==> config.mk <==
export PLATFORM = sky130hd
export DESIGN_NAME = mem_sram_ctrl
export DESIGN_NICKNAME = d
export VERILOG_FILES = /design/src/rtl/mem_sram_ctrl.sv
export SDC_FILE = /design/constraint.sdc
export NUM_CORES = 1
export LEC_CHECK = 0
export CAP_MARGIN = 10
export CORE_MARGIN = 1.5
export CORE_UTILIZATION = 47
export CTS_CLUSTER_DIAMETER = 30
export DETAILED_ROUTE_END_ITERATION = 10
export HOLD_SLACK_MARGIN = 0.02
export PLACE_DENSITY = 0.93
export REMOVE_ABC_BUFFERS = 1
export SETUP_SLACK_MARGIN = 0.2
export SLEW_MARGIN = 20
export SYNTH_ARGS = -nofsm -noshare
export SYNTH_HDL_FRONTEND = slang
export SYNTH_SLANG_ARGS = --single-unit
export TNS_END_PERCENT = 30
==> constraint.sdc <==
create_clock -name clk -period 3.9 [get_ports clk]
set_input_delay 0.39 -clock clk [delete_from_list [all_inputs] [get_ports clk]]
set_output_delay 0.39 -clock clk [all_outputs]
set_load 0.05 [all_outputs]
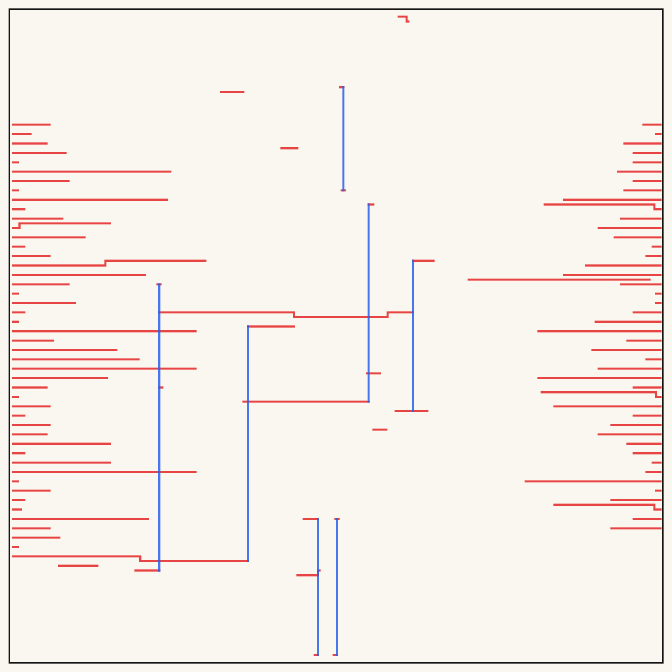
Figure 1: run 1, routed metal, one color a layer.
Only two layers are drawn.
[blue] M4 | wire length: 180 um
[red] M3 | wire length: 886 um
vias after detailed routing: 3502
routed wire length: 9651 um
Routed WL per cell: 14.17 um

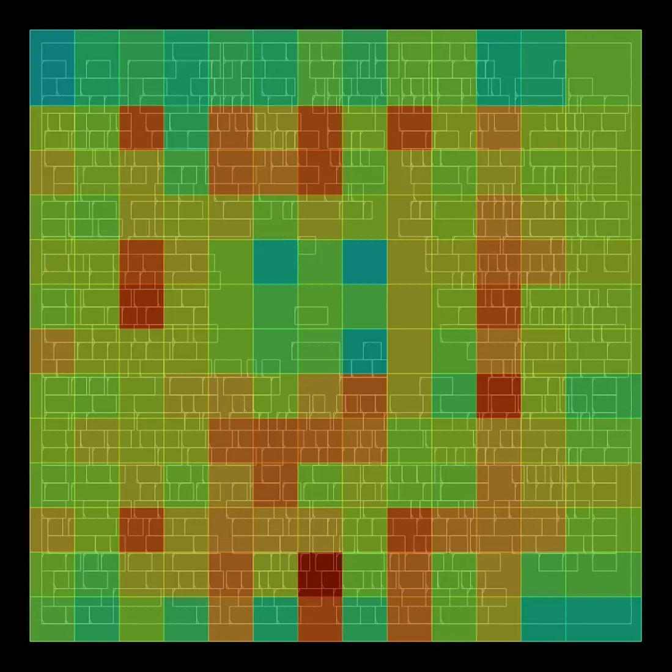
Figure 2: run 1, congestion heat map.
GRT Max-Usage Layer: met2
fin util: 67.28%

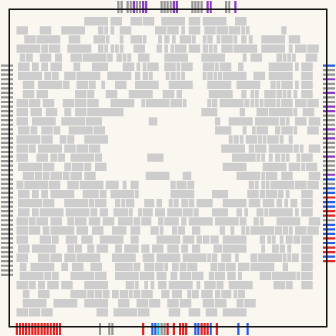
Figure 3: run 1, ports around the boundary.
Pins as bars across the die edge, other pins in gray.
[purple] `sram_dq_out` | pins: 16 | direction: output | edge: 8 right, 8 top
[blue] `sram_addr` | pins: 18 | direction: output | edge: 11 right, 7 bottom
[cyan] `mem_write` | pins: 1 | direction: input | edge: bottom
[red] `address` | pins: 32 | direction: input | edge: 25 bottom, 7 right
DIE HEIGHT: 94.49 um
Die X: 94.49 um
PortBufs: 137

==> results.cfg <==
; synthesis and place-and-route metrics
[layout]
nFillCells = 668
fin_cells = 681
area_growth_pct = 39.82
fin_area_sq_um = 5500
antenna_cells = 0
seq_area_sq_um = 1762
logic_area_sq_um = 2002
drive_gt1_share_pct = 5.035
fin_nets = 663

[place]
placed_cell_area_sq_um = 5311
dp.cells = 666
dpl.hpwl_um = 6880
gp_congestion = 0.7595
place_ws_ns = 0.8854

[clocking]
ctsResizeCount = 0
cts-htree-levels = 3
cts_buffers = 9
clkLatencyLatePin_ns = 0.34
cts_hold_buf = 0
clk_pin_slew_worst_paths_ns = 0.08
cts_setup_buffers = 0
cts-root-buf = clkbuf_8
cts_sinks = 88
cts_tree = yes
clockBufferDepth = 2

[timing]
relSlewSlack_pct = 29.93
period_needed_ns = 3.063
tns_ns = 0
worst_slack_ns = 0.8365
worstMarginPinSlew_ns = 1.051
holdWs_ns = 0.4546
drv_slew = 0
rsz0062_at_grt = false
finalSetupViolCount = 0
final.period_utilization_pct = 78.55
max_freq_mhz = 326.4
finalHoldViolCount = 0
clock_skew_ns = 0.007971

[drt]
drc = 0
wl_met2_um = 4807
routed_via_density = 5.142
wl_met3_um = 886
drt-met1-wl_um = 3777
ant_nets = 0
highest_layer = met4
dr.pass1.iters = 4
detail_route.iter0.violations = 131

[global_route]
met1_usage_pct = 24.48
grt_pass1_vias = 3488
antenna_found_initial = 0
grt_max_degree = 68
grt_use_total_pct = 22.35
grt_remaining_overflow = 0
grt_use_met3_pct = 7.166
grt_use_met2_pct = 39.81
grt_pass1_wl_um = 15790

[outcome]
status = complete, no violations

[logic_synthesis]
ys_area_sq_um = 3934
ys_cells = 452
top_cell = dfxtp_1
yosys_warnings = 0
common_cells = dfxtp_1 (88), nand2_1 (83), nand2b_1 (51), mux2i_1 (49), a21oi_1 (44)
top_area_cell = dfxtp_1
ys_top_cells_by_area = dfxtp_1 (45%), mux2i_1 (12%), nand2b_1 (8.1%)
synth_area_sq_um = 3934
ys_seq_share_pct = 44.78
synth_area_per_cell_sq_um = 8.703
syn_inst = 452
ys_types = 41
synth-seq-cells = 88
async_flop_share_pct = 0
synth-main-ff-cell = dfxtp_1
top_area_share_pct = 44.78
edf_count = 0

[worst_hold_path]
hp-class = register to register
hold_depth = 2

[die]
fp_util_pct = 48.12
io_pins = 153
die_area_sq_um = 8927
rows = 33
coreArea_sq_um = 8175

[job]
warning_count = 44
max-cap-violations = 0

[critical_path]
rrSetupSlack_ns = 1.72
r2r_cells = 5
worst_setup_path_start_kind = register
crit_type = register to primary output
path_max_fanout = 18
cp-end-kind = primary output
cp_data_arrival_time_ns = 2.67
crit_required_ns = 3.51

[pwr]
p_leak_nw = 2.080
p_per_area_nw_per_um2 = 570.0
totalPowerFinal_mw = 3.135
ir_drop_mv = 0.3438
[run 1: final cells by class]
class,instances,area share (%)
multi-input cells,326,36.40
flip-flops and latches,88,32.03
repair buffers,141,25.39
clock buffers,11,2.571
well taps,105,2.389
clock inverters,4,0.8189
inverters,6,0.4095
[run 1: critical path, stage by stage (launching register included)]
cell and delay [ns]:
dfxtp_1 0.38, inv_1 0.10, ha_1 0.30, nand2_1 0.43, nor2_1 0.28, clkdlybuf4s50_1 0.84
[run 1: cell families (layout without fill, tap and decap cells)]
kind of cell | after synthesis | count (layout) | synth area share, %
compound gates | 68 | 68 | 9.924
xor+xnor | 2 | 2 | 0.4454
fa+ha+maj | 7 | 7 | 2.226
buf+inv | 38 | 162 | 4.643
flops | 88 | 88 | 44.78
mux | 49 | 49 | 12.47
simple gates | 200 | 200 | 25.51
[run 1: power by group]
part | total, mW | switching (mW) | internal, mW
clock network | 0.606 | 0.299 | 0.307
logic | 1.38 | 0.877 | 0.506
registers | 1.15 | 0.0856 | 1.06
total | 3.14 | 1.26 | 1.87
[run 1: cells in the final DEF (no fill, tap or decap), types with 2 or more instances in the layout]
| master | count |
|---|---|
| clkdlybuf4s50_1 | 136 |
| clkinv_2 | 3 |
| a311oi_1 | 4 |
| or4_1 | 2 |
| nand2_1 | 83 |
| o31ai_1 | 3 |
| dfxtp_1 | 88 |
| ha_1 | 6 |
| mux2i_1 | 49 |
| nand4b_1 | 2 |
| and2_1 | 17 |
| nand2b_1 | 51 |
| nor2b_1 | 2 |
| nor4_1 | 2 |
| clkbuf_8 | 10 |
| buf_4 | 4 |
| o21ai_0 | 5 |
| a21oi_1 | 44 |
| nor2_1 | 26 |
| or3_1 | 2 |
| inv_1 | 6 |
| nand3_1 | 2 |
| or3b_2 | 2 |
| a211oi_1 | 7 |
Power and IR drop assume default switching activity.
